`src/rtl/fetch_unit.sv`:
```
// fetch_unit: instruction fetch front end.
// Streams sequential word fetches from instruction memory (one-cycle read
// latency) to the decoder through an output register backed by a one-entry
// skid buffer. Supports redirects (branch/jump), a terminal halt state and a
// sticky misaligned-redirect flag.
//
// Handshake: an instruction transfers to the decoder on every rising edge
// where ins_valid=1 and ins_ready=1; while ins_valid=1 and ins_ready=0 the
// ins/pc pair is held stable. imem_re=1 means imem_addr is issued at this
// edge and imem_rdata carries the word in the following cycle.
module fetch_unit #(
  parameter logic [31:0] RESET_PC = 32'h0000_0000
) (
  input  logic        clk,
  input  logic        rst_n,
  output logic        imem_re,
  output logic [31:0] imem_addr,
  input  logic [31:0] imem_rdata,
  output logic [31:0] ins,
  output logic [31:0] pc,
  output logic        ins_valid,
  input  logic        ins_ready,
  input  logic        redirect,
  input  logic [31:0] redirect_pc,
  input  logic        halt,
  output logic        halted,
  output logic        misalign_err
);

  typedef enum logic {
    RUN    = 1'b0,
    HALTED = 1'b1
  } state_e;

  state_e      state_q, state_d;
  logic [31:0] fetch_pc_q, fetch_pc_d;
  logic        infl_q, infl_d;
  logic [31:0] infl_pc_q, infl_pc_d;
  logic        out_valid_q, out_valid_d;
  logic [31:0] out_ins_q, out_ins_d;
  logic [31:0] out_pc_q, out_pc_d;
  logic        skid_valid_q, skid_valid_d;
  logic [31:0] skid_ins_q, skid_ins_d;
  logic [31:0] skid_pc_q, skid_pc_d;
  logic        misalign_q, misalign_d;

  logic run;
  logic hs;
  logic issue;

  // Issue decision: never fetch while a returning word could find both the
  // output register and the skid buffer occupied.
  always_comb begin
    run   = (state_q == RUN);
    hs    = out_valid_q & ins_ready;
    issue = rst_n & run & ~redirect & ~halt & ~skid_valid_q
            & ~(infl_q & out_valid_q & ~ins_ready);
  end

  // FSM state register.
  always_ff @(posedge clk or negedge rst_n) begin
    if (!rst_n) state_q <= RUN;
    else        state_q <= state_d;
  end

  // FSM next state: HALTED is terminal until reset.
  always_comb begin
    state_d = state_q;
    if (run && halt) state_d = HALTED;
  end

  // Datapath next state: flush on halt/redirect, otherwise move words
  // memory -> output/skid and skid -> output.
  always_comb begin
    fetch_pc_d   = fetch_pc_q;
    infl_d       = infl_q;
    infl_pc_d    = infl_pc_q;
    out_valid_d  = out_valid_q;
    out_ins_d    = out_ins_q;
    out_pc_d     = out_pc_q;
    skid_valid_d = skid_valid_q;
    skid_ins_d   = skid_ins_q;
    skid_pc_d    = skid_pc_q;
    misalign_d   = misalign_q;
    if (run) begin
      if (halt) begin
        // Halt wins over a simultaneous redirect: fetch_pc and the error
        // flag are left untouched.
        out_valid_d  = 1'b0;
        skid_valid_d = 1'b0;
        infl_d       = 1'b0;
      end else if (redirect) begin
        out_valid_d  = 1'b0;
        skid_valid_d = 1'b0;
        infl_d       = 1'b0;
        fetch_pc_d   = {redirect_pc[31:2], 2'b00};
        if (redirect_pc[1:0] != 2'b00) misalign_d = 1'b1;
      end else begin
        // Skid full implies nothing is in flight (issue is blocked while a
        // word lands in the skid), so these cases are exclusive.
        if (hs && skid_valid_q) begin
          out_ins_d    = skid_ins_q;
          out_pc_d     = skid_pc_q;
          skid_valid_d = 1'b0;
        end else if (infl_q && (!out_valid_q || hs)) begin
          out_valid_d = 1'b1;
          out_ins_d   = imem_rdata;
          out_pc_d    = infl_pc_q;
        end else if (infl_q) begin
          skid_valid_d = 1'b1;
          skid_ins_d   = imem_rdata;
          skid_pc_d    = infl_pc_q;
        end else if (hs) begin
          out_valid_d = 1'b0;
        end
        infl_d = issue;
        if (issue) begin
          infl_pc_d  = fetch_pc_q;
          fetch_pc_d = fetch_pc_q + 32'd4;
        end
      end
    end
  end

  // Datapath registers.
  always_ff @(posedge clk or negedge rst_n) begin
    if (!rst_n) begin
      fetch_pc_q   <= RESET_PC;
      infl_q       <= 1'b0;
      infl_pc_q    <= 32'd0;
      out_valid_q  <= 1'b0;
      out_ins_q    <= 32'd0;
      out_pc_q     <= 32'd0;
      skid_valid_q <= 1'b0;
      skid_ins_q   <= 32'd0;
      skid_pc_q    <= 32'd0;
      misalign_q   <= 1'b0;
    end else begin
      fetch_pc_q   <= fetch_pc_d;
      infl_q       <= infl_d;
      infl_pc_q    <= infl_pc_d;
      out_valid_q  <= out_valid_d;
      out_ins_q    <= out_ins_d;
      out_pc_q     <= out_pc_d;
      skid_valid_q <= skid_valid_d;
      skid_ins_q   <= skid_ins_d;
      skid_pc_q    <= skid_pc_d;
      misalign_q   <= misalign_d;
    end
  end

  // Output mapping.
  always_comb begin
    imem_re      = issue;
    imem_addr    = fetch_pc_q;
    ins          = out_ins_q;
    pc           = out_pc_q;
    ins_valid    = out_valid_q;
    halted       = (state_q == HALTED);
    misalign_err = misalign_q;
  end

endmodule

```
`config.mk`:
```
export PLATFORM = sky130hd
export DESIGN_NAME = fetch_unit
export DESIGN_NICKNAME = d
export VERILOG_FILES = /design/src/rtl/fetch_unit.sv
export SDC_FILE = /design/constraint.sdc
export NUM_CORES = 1
export LEC_CHECK = 0
export CAP_MARGIN = 20
export CORE_MARGIN = 4
export CORE_UTILIZATION = 56
export DETAILED_ROUTE_END_ITERATION = 6
export PLACE_DENSITY = 0.86
export RECOVER_POWER = 25
export SETUP_SLACK_MARGIN = 0.15
export SYNTH_ARGS = -nofsm -noshare
export SYNTH_HDL_FRONTEND = slang
export SYNTH_SLANG_ARGS = --single-unit
```
`constraint.sdc`:
```
create_clock -name clk -period 5.6 [get_ports clk]
set_input_delay 0.56 -clock clk [delete_from_list [all_inputs] [get_ports clk]]
set_output_delay 0.56 -clock clk [all_outputs]
set_load 0.01 [all_outputs]
```
Figure 1. M3 wires.
Drawn at 2 px/um. Cells faint in the background.
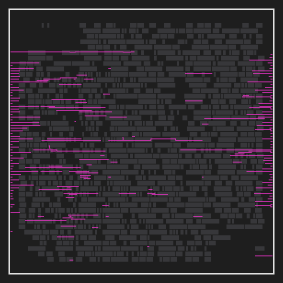
main direction = horizontal
wire length on this layer = 1280 um
Detailed Route WL: 20180 um
vias: 6578

Figure 2. Drive-strength map.
Drawn at 3 px/um.
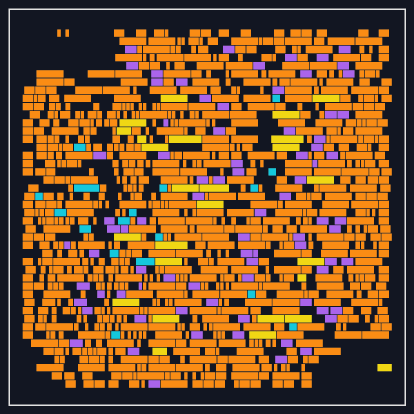
orange -> x1 and smaller  # cells 823, most used dfrtp_1
yellow -> x6 and larger  # cells 26, most used clkbuf_16
cyan -> x3 and x4  # cells 17, most used buf_4
purple -> x2  # cells 80, most used mux2_2

Figure 3. Placed cells, one color a class.
Drawn at 4 px/um.
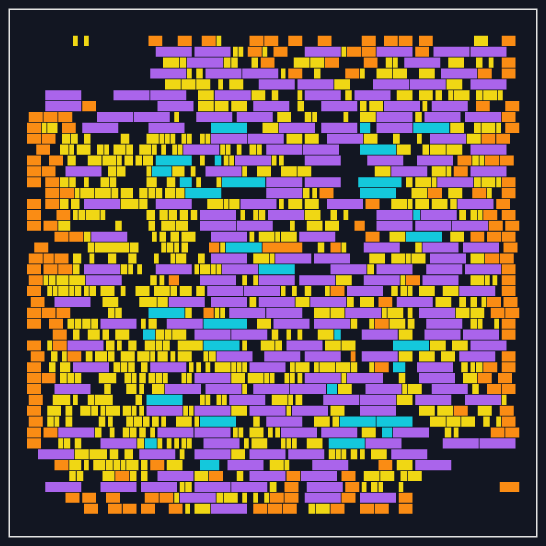
orange -> remaining buffers and delay cells  # cells 172, share of their area 16%
cyan -> clock drivers and dummy loads  # cells 32, share of their area 5.8%
yellow -> remaining logic cells  # cells 553, share of their area 33%
purple -> registers  # cells 189, share of their area 45%
Site Rows: 44
flop share of the area: 43.62%
Placeable Area: 14750 um2
final core utilization: 73.49%

Figure 4. Sequential cells grouped by signal name.
Drawn at 3 px/um.
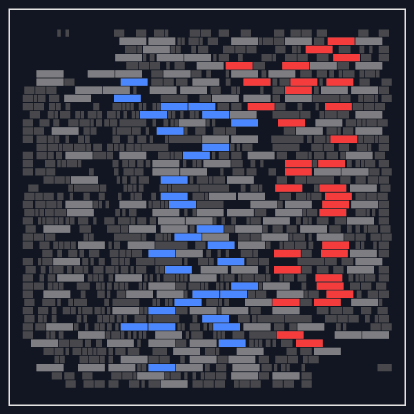
red -> `skid_ins_q`  # flops 32
blue -> `infl_pc_q`  # flops 30
not colored = 127

Figure 5. Cell outlines without signal wires.
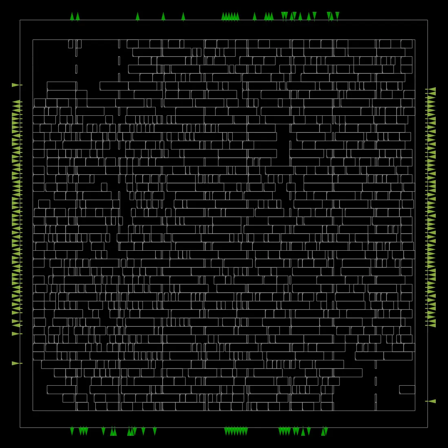
FILL cells: 1051
Seq Cell Count: 189
Final Non-Filler Cells: 1130
TAP cells: 184

==> impl_metrics.ini <==
; synthesis and place-and-route metrics
[yosys]
netlist_top_cells_count = dfrtp_1, nand2_1, a21oi_1
avgSynthCellArea_um2 = 10.77
yosysWarnings = 0
ys_chip_area_um2 = 8537
top_cell_area_share_pct = 55.40
ys_cells = 793

[final_timing]
slew_headroom_pct = -131.3
fmax_mhz = 251.9
finalMaxSlewViolations = 66
setup-tns-final_ps = 0

[power]
internal_power_w = 0.002354

[grt]
use_met1_pct = 32.91
top_usage_layer = met2
overflow = 0
use_met2_pct = 36.62
grt_max_degree = 125

[min_path]
min_path_type = input pin to async pin

[layout]
drive_gt1_share_pct = 13.00
nNonClkBuffers = 172
nets = 1003
layout_top_cells = dfrtp_1, clkdlybuf4s50_1, nand2_1
lay_top_count = dfrtp_1
dominant-cell-class = flip-flops and latches

[run_status]
violations = max-capacitance violations, max-slew violations
status = finished with violations

[clocking]
cts_max_level = 4
cts_setup_buffers = 0
root_buffer = clkbuf_16
numCtsBuffers = 17

[worst_setup_path]
worstSetupPathType = input pin to output port
regToRegStartpoint = halted$_DFFE_PN0P_
start_kind = input pin

[drt]
vias_per_cell = 5.821
dr_wl_met2_um = 9400
met1Wirelength_um = 9246

[die]
pin_count = 169

[run]
maxCapViolations = 1

[place]
dp.final_hpwl_um = 13100
-- state kept, by name (all words and copies together) (netlist names), 30 cells and up --
register    flops
ins            32
skid_ins_q     32
imem_addr      30
infl_pc_q      30
skid_pc_q      30
pc             30
-- stage by stage --
stage                     hold slack [ps]  total power [W]  utilization (%)  std cells  instance area, um2
final                               94.93         0.003087            73.49       1130               10840
after floorplan                     264.4         0.001634                -        796                8548
after CTS                           106.2         0.003107            73.33       1129               10820
after global routing                109.9         0.003197            73.49       1130               10840
after global placement              468.7         0.001860            69.16       1097               10200
after detailed placement            469.6         0.001869            69.16       1097               10200
-- power groups by stage --
stage / logic (W) / registers (W) / clock network [W]
finish: 0.000358 / 0.00149 / 0.00124
floorplan: 0.000108 / 0.00153 / 0
CTS: 0.000361 / 0.00149 / 0.00126
global placement: 0.000350 / 0.00151 / 0
global route: 0.000387 / 0.00150 / 0.00131
detailed placement: 0.000358 / 0.00151 / 0
-- logic make-up after synthesis --
kind of cell / after synthesis / synth area share [%]
adders and majority gates: 1 / 0.1465
other: 1 / 0.04393
muxes: 133 / 16.50
xor gates and xnor gates: 1 / 0.1026
buffers and inverters: 61 / 3.723
and+or+nand+nor: 253 / 13.89
DFF: 189 / 55.40
AOI/OAI and AO/OA: 154 / 10.19
-- worst max-delay path: stages --
cell	delay, ps
clkdlybuf4s50_1	480
nor2_4	510
inv_1	210
nor2_1	240
nand2_1	80
buf_4	250
inv_2	410
clkdlybuf4s50_1	630
-- worst max path at each step --
stage	slack [ps]	cells after the start	to	start
after floorplan	3520	5	imem_re	rst_n
after global placement	1750	8	imem_re	halt
after detailed placement	1680	8	imem_re	halt
after CTS	1670	8	imem_re	halt
after global routing	1160	2	imem_addr[5]$_DFFE_PN0P_	rst_n
final	1630	8	imem_re	halt
No activity file was given, so power comes from the tool's default toggle rates.
